File: src/rtl/cdb_pkg.sv
// Shared CDB definitions: widths, broadcast message layout, and the null tag.
package cdb_pkg;

    localparam int TAG_W  = 3;
    localparam int DATA_W = 4;

    // Tag 0 marks "no producer"; it is never driven onto the CDB as valid.
    localparam logic [TAG_W-1:0] TAG_NONE = '0;

    typedef struct packed {
        logic              valid;
        logic [TAG_W-1:0]  tag;
        logic [DATA_W-1:0] data;
    } cdb_msg_t;

endpackage

File: src/rtl/rr_arbiter.sv
// Round-robin grant: first requester at or after ptr, with wrap-around.
module rr_arbiter #(
    parameter int N     = 3,
    parameter int PTR_W = (N > 1) ? $clog2(N) : 1
) (
    input  logic [N-1:0]     req,
    input  logic [PTR_W-1:0] ptr,
    input  logic             en,
    output logic [N-1:0]     grant,
    output logic [PTR_W-1:0] next_ptr
);

    // Scan ptr, ptr+1, ... mod N and stop at the first request.
    always_comb begin
        logic        found;
        int unsigned idx;
        grant    = '0;
        next_ptr = ptr;
        found    = 1'b0;
        idx      = 0;
        if (en) begin
            for (int i = 0; i < N; i++) begin
                idx = (int'(ptr) + i) % N;
                if (!found && req[idx]) begin
                    grant[idx] = 1'b1;
                    next_ptr   = PTR_W'((idx + 1) % N);
                    found      = 1'b1;
                end
            end
        end
    end

endmodule

File: src/rtl/cdb_arbiter.sv
// Common data bus arbiter: round-robin accept of one result per cycle,
// broadcast from a register one cycle later.
module cdb_arbiter
    import cdb_pkg::*;
#(
    parameter int NUM_SRC = 3,
    parameter int TAG_W   = cdb_pkg::TAG_W,
    parameter int DATA_W  = cdb_pkg::DATA_W
) (
    input  logic                      clk,
    input  logic                      rst,
    input  logic [NUM_SRC-1:0]        src_valid,
    input  logic [NUM_SRC*TAG_W-1:0]  src_tag,
    input  logic [NUM_SRC*DATA_W-1:0] src_data,
    output logic [NUM_SRC-1:0]        src_ready,
    input  logic                      flush,
    output logic                      cdb_valid,
    output logic [TAG_W-1:0]          cdb_tag,
    output logic [DATA_W-1:0]         cdb_data
);

    localparam int PTR_W = $clog2(NUM_SRC);

    logic [PTR_W-1:0]  rr_ptr;
    logic [PTR_W-1:0]  rr_next;
    logic [TAG_W-1:0]  sel_tag;
    logic [DATA_W-1:0] sel_data;
    logic              any_grant;
    logic              tag_zero_drop;

    // Arbitration is suppressed outright during reset and flush, so no
    // source sees a transfer it would otherwise have to retract.
    rr_arbiter #(.N(NUM_SRC), .PTR_W(PTR_W)) u_rr (
        .req      (src_valid),
        .ptr      (rr_ptr),
        .en       (!rst && !flush),
        .grant    (src_ready),
        .next_ptr (rr_next)
    );

    assign any_grant = |src_ready;

    // One-hot grant lets the data mux collapse to an AND-OR.
    always_comb begin
        sel_tag  = '0;
        sel_data = '0;
        for (int i = 0; i < NUM_SRC; i++) begin
            sel_tag  |= {TAG_W{src_ready[i]}}  & src_tag[i*TAG_W +: TAG_W];
            sel_data |= {DATA_W{src_ready[i]}} & src_data[i*DATA_W +: DATA_W];
        end
    end

    // Broadcast register, round-robin pointer and tag-0 sticky status.
    always_ff @(posedge clk) begin
        if (rst) begin
            cdb_valid     <= 1'b0;
            cdb_tag       <= '0;
            cdb_data      <= '0;
            rr_ptr        <= '0;
            tag_zero_drop <= 1'b0;
        end else if (any_grant) begin
            // A tag-0 result is consumed but never shown as valid.
            cdb_valid <= (sel_tag != TAG_W'(TAG_NONE));
            cdb_tag   <= sel_tag;
            cdb_data  <= sel_data;
            rr_ptr    <= rr_next;
            if (sel_tag == TAG_W'(TAG_NONE))
                tag_zero_drop <= 1'b1;
        end else begin
            // Idle or flushed: drop the broadcast, hold tag/data and pointer.
            cdb_valid <= 1'b0;
        end
    end

endmodule

File: config.mk
export PLATFORM = sky130hd
export DESIGN_NAME = cdb_arbiter
export DESIGN_NICKNAME = d
export VERILOG_FILES = /design/src/rtl/cdb_pkg.sv /design/src/rtl/rr_arbiter.sv /design/src/rtl/cdb_arbiter.sv
export SDC_FILE = /design/constraint.sdc
export NUM_CORES = 1
export LEC_CHECK = 0
export CAP_MARGIN = 20
export CORE_MARGIN = 5
export CORE_UTILIZATION = 46
export DETAILED_ROUTE_END_ITERATION = 8
export PLACE_DENSITY = 0.79
export SYNTH_ARGS = -nofsm -noshare
export SYNTH_HDL_FRONTEND = slang
export SYNTH_SLANG_ARGS = --single-unit
export TNS_END_PERCENT = 20
File: constraint.sdc
create_clock -name clk -period 7.5 [get_ports clk]
set_input_delay 1.5 -clock clk [delete_from_list [all_inputs] [get_ports clk]]
set_output_delay 1.5 -clock clk [all_outputs]
set_load 0.005 [all_outputs]
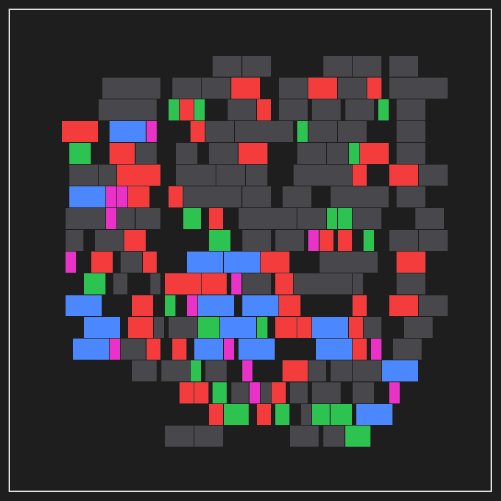
Figure 1: gate families picked out.
(8 px per um)
Key: blue = adder and majority cells [cells 16, most used ha_1]; red = inverting AOI/OAI gates [cells 43, most used a21oi_1]; magenta = inverters [cells 14, most used inv_1]; green = NAND gates [cells 22, most used nand2_1]
fraction of area in multi-input gates: 55.39%
Top cell excl fill/tap: clkdlybuf4s50_1
non-filler instance count after layout: 209

==> CHANGELOG.md <==
### Changed

- Synth Seq Share: 17.35%
- Root buffer cell: clkbuf_4
- Fillcell total: 215
- Nets@finish: 222
- Peak VDD IR: 0.3200 mV
- RSZ-0062 raised after global routing: false
- Die height: 60.08 um
- Yosys warning count: 0
- Switching Share: 46.64%
- Hold buffers post-CTS: 0
- Clock sinks: 10
- Placed Cells: 205
- Vias in the first global route: 1212
- Register area: 200.2 um2
- Starting Density: 47.43%
- Avg Cell Area, Syn: 8.067 um2
- Critical path's top delay family: simple AND/OR/NAND/NOR gates
- Maximum clock path buffer count: 2
- Ys async rst share: 0%
- Internal: 270.3 uW
- Normalized max-slew margin: 54.67%
- Worst EP arrival: 6.90 ns
- Final Skew: 0.006855 ns
- CTS tree: done
- CTS resizes: 0
- Area growth from synthesis to layout: 36.88%
- Worst reg2reg path depth: 22
- Worst-path maximum fanout: 8
- Worst Setup End Kind: flop
- Fin Hold WS: 0.4621 ns
- CP max stage cell: or4b_2
- Outcome: finished, final reports clean
- Commonest cells post-synth: ha_1 (15), inv_1 (14), a21oi_1 (13), dfxtp_1 (10), nand2_1 (10)
- Clock Power Share: 9.6%
- Levels on crit path: 23
- Unique masters post-synth: 45
- Psw: 236.3 uW
- Logic pwr share: 74.7%
- Cell Chain, Critical Path: clkdlybuf4s50_1 > and2b_1 > or2_1 > a32o_1 > nand2_1 > o21ai_0 > a21oi_1 > ha_1 > nor2_1 > a21oi_1 > a21o_1 > inv_1 > ha_1 > inv_1 > o31ai_2 > or4b_4 > and2_1 > ha_1 > or4b_2 > a211oi_1 > a211oi_1 > a311oi_2 > a21oi_1
- Row cnt: 18
- Instance tally after logic synthesis: 143
- Logic area: 874.6 um2
- Chip area: 3610 um2
- Seq cells post-synth: 10
- Total power: 506.6 uW
- I/O pin total: 38
- Ys flop type: dfxtp_1
- Worst Path Required: 7.62 ns
- Yosys top cell by instances: ha_1
- Crit Path Class: in2reg
- Final worst slack: 0.7200 ns
- Post-CTS Setup Repair Bufs: 0
- DRC Markers: 0
- Routed wire per std cell: 16.35 um
- Initial DRC Count: 61
- Chip Width: 60.08 um
- Dpl hpwl: 2709 um
- Number of enable flip-flop cells: 0
- H-tree levels: 1
- # Cells Yosys: 143
- Hold Crit Class: reg2reg
- Initial antenna violation count: 0
- Clk ins delay skew pair: 0.26 ns
- Post-route ant nets: 0
- Power Density: 320.8 nW/um2
- Dpl ws: 0.5075 ns
- Final GP Congestion: 0.8824
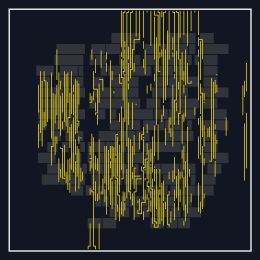
Figure 2: the metal 2 layer.
(4 px per um)
The layer carries 1750 um of wire. The wires run mostly vertical. 188 nets have wire on it. The layer holds 51% of the routed length.
DRT Wirelength: 3418 um
Via Count: 1267
met2 Resource Use GR: 34.10%

==> metal layers <==
metal / track usage (%) / vias to the layer above / share of wire [%]
li1: - / 622 / -
met1: 23.40 / 595 / 42
met2: 34.10 / 44 / 51
met3: 3.456 / 6 / 5.4
met4: 6.646 / 0 / 1.6
met5: 0 / - / 0
==> cell usage in the layout (no fill, tap or decap), drive strengths merged, types with 2 or more instances in the layout <==
cell type	instances
a211oi	4
a21o	3
a21oi	13
a222oi	8
a22oi	2
a311oi	2
a32o	2
and2	2
clkbuf	4
clkdlybuf4s50	37
dfxtp	10
ha	15
inv	14
nand2	10
nand2b	2
nand3	3
nand3b	5
nand4b	2
nor2	5
nor2b	2
nor3	5
o21ai	8
o22ai	2
or2	2
or4b	3
==> logic make-up (layout without fill, tap and decap cells) <==
family	count (synthesis)	count (layout)	share of synthesized area (%)
XOR/XNOR	1	1	0.7594
buffers and inverters	20	56	6.832
AND-OR/OR-AND	49	49	31.45
adder cells (fa/ha/maj)	16	16	17.14
multiplexers	1	1	0.8677
AND/OR/NAND/NOR	46	46	25.60
flip-flops	10	10	17.35
==> layout make-up <==
class / count / share of cell area [%]
inverters: 14 / 3.328
well taps: 30 / 2.377
clock buffers: 4 / 2.298
flip-flops and latches: 10 / 12.68
repair buffers: 38 / 23.93
multi-input cells: 113 / 55.39
==> worst min path at each step <==
stage | start | end | slack [ns] | cells past startpoint
final | cdb_data[3] | cdb_data[3] | 0.46 | 2
after detailed placement | cdb_tag[1] | cdb_tag[1] | 0.45 | 2
after global routing | cdb_data[3] | cdb_data[3] | 0.48 | 2
after floorplan | cdb_data[0] | cdb_data[0] | 0.45 | 2
after CTS | cdb_tag[1] | cdb_tag[1] | 0.46 | 2
after global placement | cdb_data[0] | cdb_data[0] | 0.44 | 2
==> flip-flops by register name, summed over array words and instances (netlist names) <==
signal	flops
cdb_tag	3
rr_ptr	2
cdb_valid	1
cdb_data	4
==> worst reg2reg max path, cell delays in order, from the launching register on <==
cell	delay (ns)
dfxtp_1	0.50
inv_1	0.16
ha_1	0.46
or4b_1	0.56
a21o_1	0.24
and2_4	0.17
a21oi_1	0.22
ha_1	0.34
nor2_1	0.08
a21oi_1	0.20
a21o_1	0.19
inv_1	0.05
ha_1	0.19
inv_1	0.09
o31ai_2	0.08
or4b_4	0.53
and2_1	0.18
ha_1	0.21
or4b_2	0.67
a211oi_1	0.32
a211oi_1	0.11
a311oi_2	0.25
a21oi_1	0.06
==> power by group through the flow <==
stage                     combinational, mW  sequential (mW)  clock, mW
after global placement                0.348           0.0795          0
after detailed placement              0.372           0.0807          0
after global routing                  0.417           0.0827     0.0531
after floorplan                       0.271           0.0793          0
after CTS                             0.373           0.0794     0.0497
final                                 0.378           0.0795     0.0488
Power figures rest on the tool's default switching activity, not on a simulated workload.
